Design disp_data_hold_flat, sky130hd; sources not shown.
Figure 1. Gate-type map (run 1).
Scale: 2 px per um.
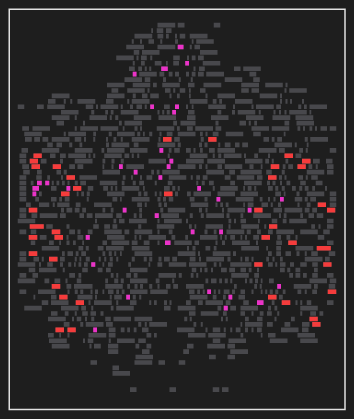
legend:
  magenta:
    family: AND and OR gates
    cells: 36
  red:
    family: adder and majority cells
    cells: 41
Finished Layout Cells: 1430
multi-input combinational area share: 0.419
most numerous logic cell after layout: dfrtp_1

Figure 2. Placement view (run 1).
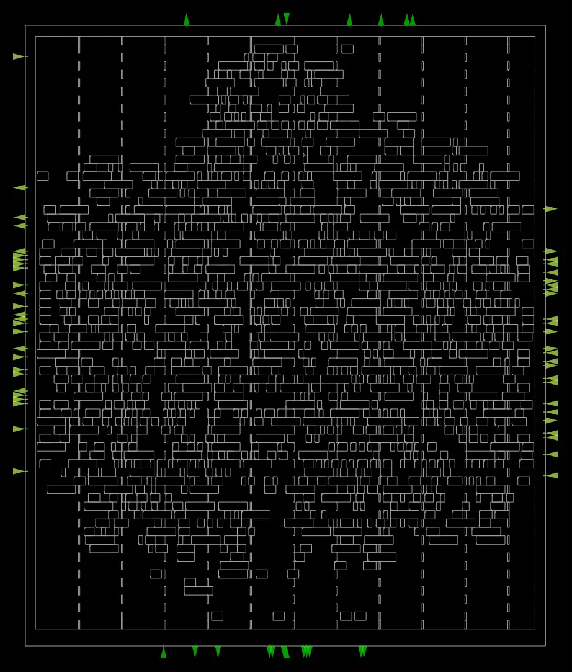
sequential share of cell area: 0.398
number of core rows: 70
number of tapcells: 396
# fillers: 3519
Core ar.: 30600 um2

Figure 3. Pin placement (run 1).
Scale: 2 px per um. Pins as bars across the die edge, other pins in grey.
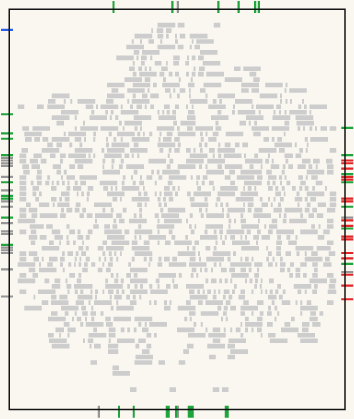
legend:
  blue:
    port: sys_clk
    pins: 1
    direction: input
    edge: left
  green:
    port: bus_data
    pins: 32
    direction: output
    edge: 10 bottom, 9 left, 7 right, 6 top
  red:
    port: bus_y_data
    pins: 16
    direction: input
    edge: right
all pins by edge: 26 left, 25 right, 12 bottom, 7 top
overall die width: 167 um
Port-buffer cells: 69
die height: 199 um

==> qor.csv, run 1 <==
stage;metric;value;unit
status;status;complete, no violations;
critical_path;Crit Path Category;in -> reg;
detailed_routing;Pre-antenna DRT Iters;4;
timing;RSZ-0062 raised after global routing;no;
critical_path;CP bufs+invs;1;
cells_and_area;mi-comb count;702;
synth;Synth Seq Share;0.469;
synth;Avg Cell Area, Syn;9.66;um2
floorplanning;FP Core Util;0.306;
timing;final period utilization;0.640;
critical_path;startpoint types;input port;
power_and_ir_drop;Reg power frac;0.357;
power_and_ir_drop;leakage;0.00491;uW
cells_and_area;final design utilization;0.360;
timing;fin. max-slew vios;0;
synth;yosys xor share;0.0459;
clocking;post-CTS sizing;0;
detailed_routing;Detail Route met2 WL;13000;um
synth;yosys stat cell total;968;
clocking;hold buffers post-CTS;0;
cells_and_area;synthesis-to-finish area growth;17.6;%
clocking;Clock Tree Buf Depth;2;
synth;Async SR Flop Fraction;1.00;
clocking;CTS tree;built;
power_and_ir_drop;power in the clock group;859;uW
global_routing;initial antenna violation count;0;
cells_and_area;top cell category;combinational gates;
synth;count leader, synth;dfrtp_1;
critical_path;Levels on crit path;10;
timing;setup TNS;0;ns
clocking;# H-tree levels;4;
synth;Adder Share, Synth;0.0565;
power_and_ir_drop;Sequential Power;1260;uW
detailed_routing;Final ANT Viol Nets;0;
synth;yosys stat area;9350;um2
global_routing;met3 Resource Use GR;0.0228;
clocking;Sink Count;175;
power_and_ir_drop;maximum vdd drop;0.000137;V
critical_path;Worst Setup End Kind;register;
synth;Logic family by area;AND-OR/OR-AND gates;
critical_path;Slowest Stage Delay on Critical Path;0.45;ns
global_routing;first-pass GRT wire length;42400;um
cells_and_area;Signal inverters;46;
critical_path;arrival time worst endpoint;5.24;ns
cells_and_area;Top Layout Cells;dfrtp_1, nand2_1, o21ai_0;
detailed_routing;Routed Wire Length;25800;um
critical_path;CP Data Required Time;8.02;ns
critical_path;Reg2Reg Depth;7;
synth;Area leader share;0.469;
place;DPL Wire Length;18600;um
power_and_ir_drop;Sw Pwr;1390;uW
global_routing;largest net degree at the start of global routing;71;
global_routing;vias in the first global route;7897;
floorplanning;Die Area;33300;um2
critical_path;CP cell instances;clkdlybuf4s50_1 -> ha_1 -> fa_1 -> a21o_1 -> a2111o_1 -> a31oi_2 -> o21ai_1 -> a21oi_2 -> a21oi_1 -> o31a_1;
detailed_routing;top sig layer;met4;
cells_and_area;ClkCell Share;0.0514;
synth;top cells, area;dfrtp_1, ha_1, nand2_1;
cells_and_area;num sequential;175;
critical_path;CP max FO;5;
detailed_routing;vias per cell;5.17;
power_and_ir_drop;P_comb;1410;uW
cells_and_area;Non-Clock Buffer Count;80;
detailed_routing;initial DRC count;361;
cells_and_area;Largest register FFs;32;
synth;yosys aoi share;0.200;
global_routing;total track usage;0.158;
global_routing;met2 GRT Util;0.281;
clocking;clk latency late pin;0.44;ns
power_and_ir_drop;internal power;2150;uW
-- run 1: worst reg2reg max path: stages, from the launching register on --
cell	delay, ns
dfrtp_1	0.39
ha_1	0.23
nand4_1	0.20
nor4_2	0.49
nand3_1	0.59
nor2_2	0.78
o2111ai_1	0.29
o21a_1	0.19
-- run 1: metrics by stage --
step / worst slack, ns / instances / cell area (um2) / hold slack [ns] / total power [uW]
after floorplan: 0.645 / 968 / 9350 / 0.429 / 2300
after detailed placement: 2.34 / 1399 / 10400 / 0.453 / 2680
after global placement: 2.41 / 1398 / 10400 / 0.449 / 2650
after global routing: 2.61 / 1430 / 11000 / 0.482 / 3800
after CTS: 2.77 / 1430 / 11000 / 0.468 / 3570
final: 2.78 / 1430 / 11000 / 0.468 / 3540
Figure 4. Cells by drive strength (run 1).
Scale: 2 px per um.
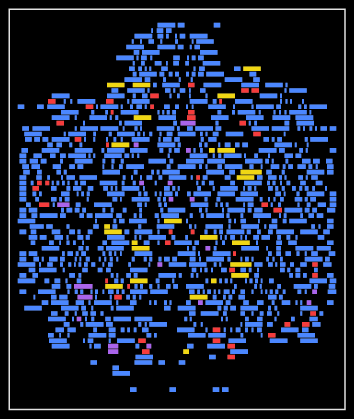

==> run 1 -> run 2 <==
Settings changed: PLACE_DENSITY 0.66 to 0.68.
Clock period 7.7 ns to 4.4 ns, I/O delays scaled along.
Figure 5. Cells by drive strength (run 2).
Scale: 2 px per um.
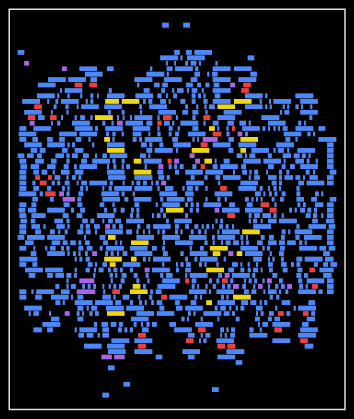
legend:
  purple:
    size: _3 and _4 cells
    cells: 29
    share: 2.8%
  blue:
    size: _0 and _1 cells
    cells: 947
    share: 91%
  yellow:
    size: _6 and larger
    cells: 30
    share: 2.9%
  red:
    size: _2 cells
    cells: 39
    share: 3.7%
Non-Clock Buffer Count: 90
final setup margin: 0.483 ns
post-route cell area: 11100 um2
synthesis-to-finish area growth: 18.6%

==> run 2 against run 1 <==
Net effect: synthesized cell count is the same; wire length fell by 3.2%; flip-flop count did not move; die size did not move; clock-buffer cell count unchanged; sequential power increased by 75%; via count up 0.27%; cell count grew 0.77%; first-iteration DRC count decreased by 3.3%.
==> qor.csv, run 2 <==
stage;metric;value;unit
clocking;Sink Count;175;
clocking;# H-tree levels;4;
floorplanning;overall die width;167;um
power_and_ir_drop;P_comb;2480;uW
cells_and_area;Largest register FFs;32;
critical_path;CP cell instances;clkdlybuf4s50_1 -> ha_1 -> fa_1 -> a21o_1 -> a2111o_1 -> a31oi_2 -> o31ai_1 -> xnor2_1 -> a21oi_1 -> mux2_2;
timing;final period utilization;0.890;
cells_and_area;top cell category;combinational gates;
synth;top cells, area;dfrtp_1, ha_1, nand2_1;
global_routing;first-pass GRT wire length;41800;um
detailed_routing;Routed Wire Length;25000;um
critical_path;arrival time worst endpoint;4.25;ns
clocking;hold buffers post-CTS;0;
power_and_ir_drop;power in the clock group;1490;uW
cells_and_area;Finished Layout Cells;1441;
clocking;Clock Tree Buf Depth;2;
floorplanning;number of tapcells;396;
synth;Async SR Flop Fraction;1.00;
floorplanning;Core ar.;30600;um2
cells_and_area;most numerous logic cell after layout;dfrtp_1;
critical_path;Crit Path Category;in -> reg;
synth;yosys stat area;9350;um2
floorplanning;Die Area;33300;um2
critical_path;startpoint types;input port;
detailed_routing;Pre-antenna DRT Iters;4;
power_and_ir_drop;Sw Pwr;2450;uW
critical_path;CP max FO;4;
cells_and_area;multi-input combinational area share;0.415;
global_routing;vias in the first global route;7782;
detailed_routing;initial DRC count;349;
critical_path;Worst Setup End Kind;register;
place;Port-buffer cells;69;
cells_and_area;# fillers;3481;
cells_and_area;Signal inverters;46;
synth;Area leader share;0.469;
place;cell area after placement;10500;um2
global_routing;initial antenna violation count;0;
cells_and_area;final design utilization;0.363;
global_routing;largest net degree at the start of global routing;108;
global_routing;total track usage;0.154;
detailed_routing;Detail Route met2 WL;12400;um
detailed_routing;vias per cell;5.15;
place;DPL Wire Length;18200;um
status;status;complete, no violations;
clocking;post-CTS sizing;0;
cells_and_area;mi-comb count;702;
synth;count leader, synth;dfrtp_1;
power_and_ir_drop;internal power;3720;uW
power_and_ir_drop;leakage;0.00497;uW
critical_path;Slowest Stage Delay on Critical Path;0.46;ns
floorplanning;FP Core Util;0.306;
critical_path;CP Data Required Time;4.73;ns
floorplanning;die height;199;um
floorplanning;number of core rows;70;
detailed_routing;top sig layer;met4;
critical_path;Levels on crit path;10;
synth;Avg Cell Area, Syn;9.66;um2
-- run 2: cell count changes in the layout (fill, tap and decap cells not counted) --
cell        previous run  this run
buf_4                 11        20
inv_6                  5         7
inv_8                  0         5
bufinv_16              2         0
buf_12                 0         1
clkinvlp_4             2         1
clkinv_2               6         1
clkinv_4               0         2
-- run 2: kinds of logic (layout without fill, tap and decap cells) --
logic type,count (synthesis),after routing,synth area share
muxes,23,23,0.0278
and+or+nand+nor,309,309,0.163
AOI/OAI and AO/OA,280,280,0.200
adders and majority gates,41,41,0.0565
DFF,175,175,0.469
buffers and inverters,91,168,0.0388
xor gates and xnor gates,49,49,0.0459
-- run 2: per-layer routing --
metal / vias up / track usage
met2: 96 / 0.272
met3: 15 / 0.0214
met4: 0 / 0.0424
met5: - / 0
met1: 3715 / 0.200
li1: 3588 / -
Power and IR drop assume default switching activity.
